Design press_classifier_flat, sky130hd; sources not shown.
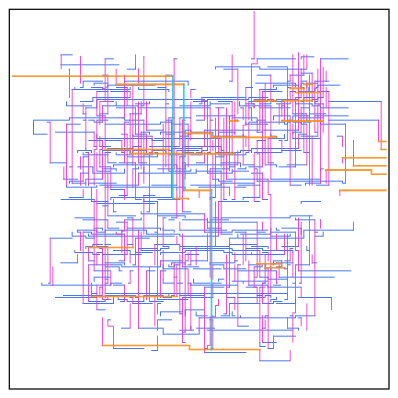
Fig. 1. Routed metal, one color a layer.
(6 px per um)
color	layer	wire length
blue	metal 1	1650 um
orange	metal 3	203 um
cyan	metal 4	64.6 um
magenta	metal 2	1540 um
WL final: 3.46 mm
Total GRT Usage: 0.199
Vias: 1377
wire length per cell: 14.8 um

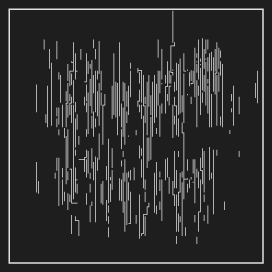
Fig. 2. Metal 2.
(4 px per um)
wire length on this layer	1540 um
main direction	vertical
routing usage on met2: 0.300

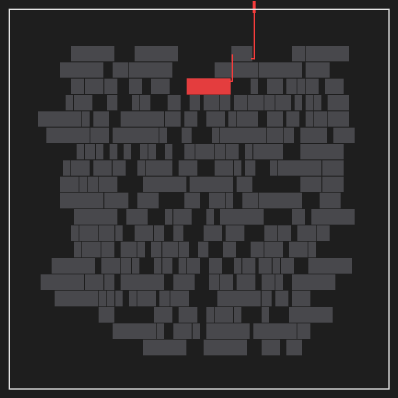
Fig. 3. Wires at chosen ports, followed through buffers.
(6 px per um)
color	port	bits	direction	edge	end cells	buffers	wire
red	`bus_short_press`	1	output	top	1	1	13.2 um
Ports: 8
IO Port Bufs: 7

==> results.py <==
# Synthesis and PnR figures
metrics = {
    "floorplan": {
        "initCoreUtil": 0.589,
        "die_h_um": 63.0,
        "row_count": 19,
    },
    "cts": {
        "clock_latency_ns": 0.34,
        "post_cts_resize_count": 0,
        "htree_levels": 2,
        "ctsHoldBuffers": 0,
    },
    "setup_path": {
        "rrSetupSlack_ns": 0.22,
        "critical-path-slowest-cell": "or4b_1",
        "cp_cell_sequence": "or4b_1 -> nor4_4 -> a21oi_2 -> o31ai_4 -> buf_4 -> nor2_1",
        "cpPeakStageDelay_ns": 0.60,
    },
    "outcome": {
        "status": "finished clean",
    },
    "global_routing": {
        "grt_max_degree": 17,
        "grt_pass1_vias": 1306,
    },
    "worst_hold_path": {
        "min_path_type": "register to register",
    },
    "sta": {
        "timing.final.hold_violations": 0,
        "finalCritPeriodShare": 0.909,
    },
    "detailed_routing": {
        "remaining_drc_errors": 0,
    },
    "yosys": {
        "yosysWarnings": 0,
        "synthCells": 189,
        "syn_area_um2": 1670,
    },
    "cells_and_area": {
        "syn_to_final_growth_pct": 9.38,
    },
}
## cells in the mapped netlist (4+ instances only)
master   number
and4_1        4
xor2_1        6
inv_1         4
a21oi_1       4
xnor2_1      18
nor2_2        5
nand4_1       7
dfxtp_1      33
nand3_1       9
nor3_1        9
nor4_1        8
nand2_1      16
nor2_1       28
## cells in the final DEF (no fill, tap or decap), drive strengths merged, types with 4 or more instances in the layout
| master | Yosys | layout |
|---|---|---|
| inv | 4 | 4 |
| nand4 | 7 | 7 |
| nor2 | 33 | 33 |
| nor4 | 9 | 9 |
| buf | 2 | 5 |
| nand2 | 16 | 16 |
| xor2 | 6 | 6 |
| xnor2 | 18 | 18 |
| and4 | 4 | 4 |
| dlygate4sd3 | 0 | 5 |
| a21oi | 5 | 5 |
| nand3 | 9 | 9 |
| nor3 | 9 | 9 |
| dfxtp | 33 | 33 |
| clkbuf | 3 | 7 |
## metrics by stage
stage | utilization | worst slack (ns) | area (um^2) | total power [mW]
3_3_place_gp | 0.625 | 0.225 | 1770 | 0.674
6_report | 0.644 | 0.222 | 1820 | 0.993
3_5_place_dp | 0.625 | 0.166 | 1770 | 0.680
2_1_floorplan | - | 0.135 | 1620 | 0.642
4_1_cts | 0.646 | 0.262 | 1830 | 1.00
5_1_grt | 0.644 | 0.123 | 1820 | 1.05
## final cells by class
type / instances / area, um^2
clock buffers: 7 / 58.8
well taps: 31 / 38.8
fillers: 270 / 1010
repair buffers: 12 / 108
multi-input cells: 147 / 942
flip-flops and latches: 33 / 661
inverters: 4 / 15.0
## power by group
part / switching, mW / total [mW] / internal, mW
logic: 0.0691 / 0.112 / 0.0432
clock network: 0.179 / 0.325 / 0.146
registers: 0.0107 / 0.556 / 0.545
## worst max-delay path, delay by kind of cell (launching register included)
family | cells | cell delay, ns
AND/OR/NAND/NOR | 3 | 1.00
AND-OR/OR-AND | 2 | 0.39
flip-flops | 1 | 0.36
buffers and inverters | 1 | 0.26
## metal layers
metal | share of wire | global-route usage | wire, um
met1 | 0.48 | 0.239 | 1650
met5 | 0 | - | 0
met4 | 0.019 | 0.0854 | 64
met2 | 0.45 | 0.300 | 1540
met3 | 0.058 | 0.0683 | 202
## kinds of logic after synthesis
logic type / Yosys count / share of synthesized area
simple gates: 105 / 0.353
compound gates: 16 / 0.0751
flops: 33 / 0.396
mux: 1 / 0.00676
xor+xnor: 24 / 0.126
buf+inv: 9 / 0.0353
fa+ha+maj: 1 / 0.00751
Power is estimated from default activity; no workload was simulated.
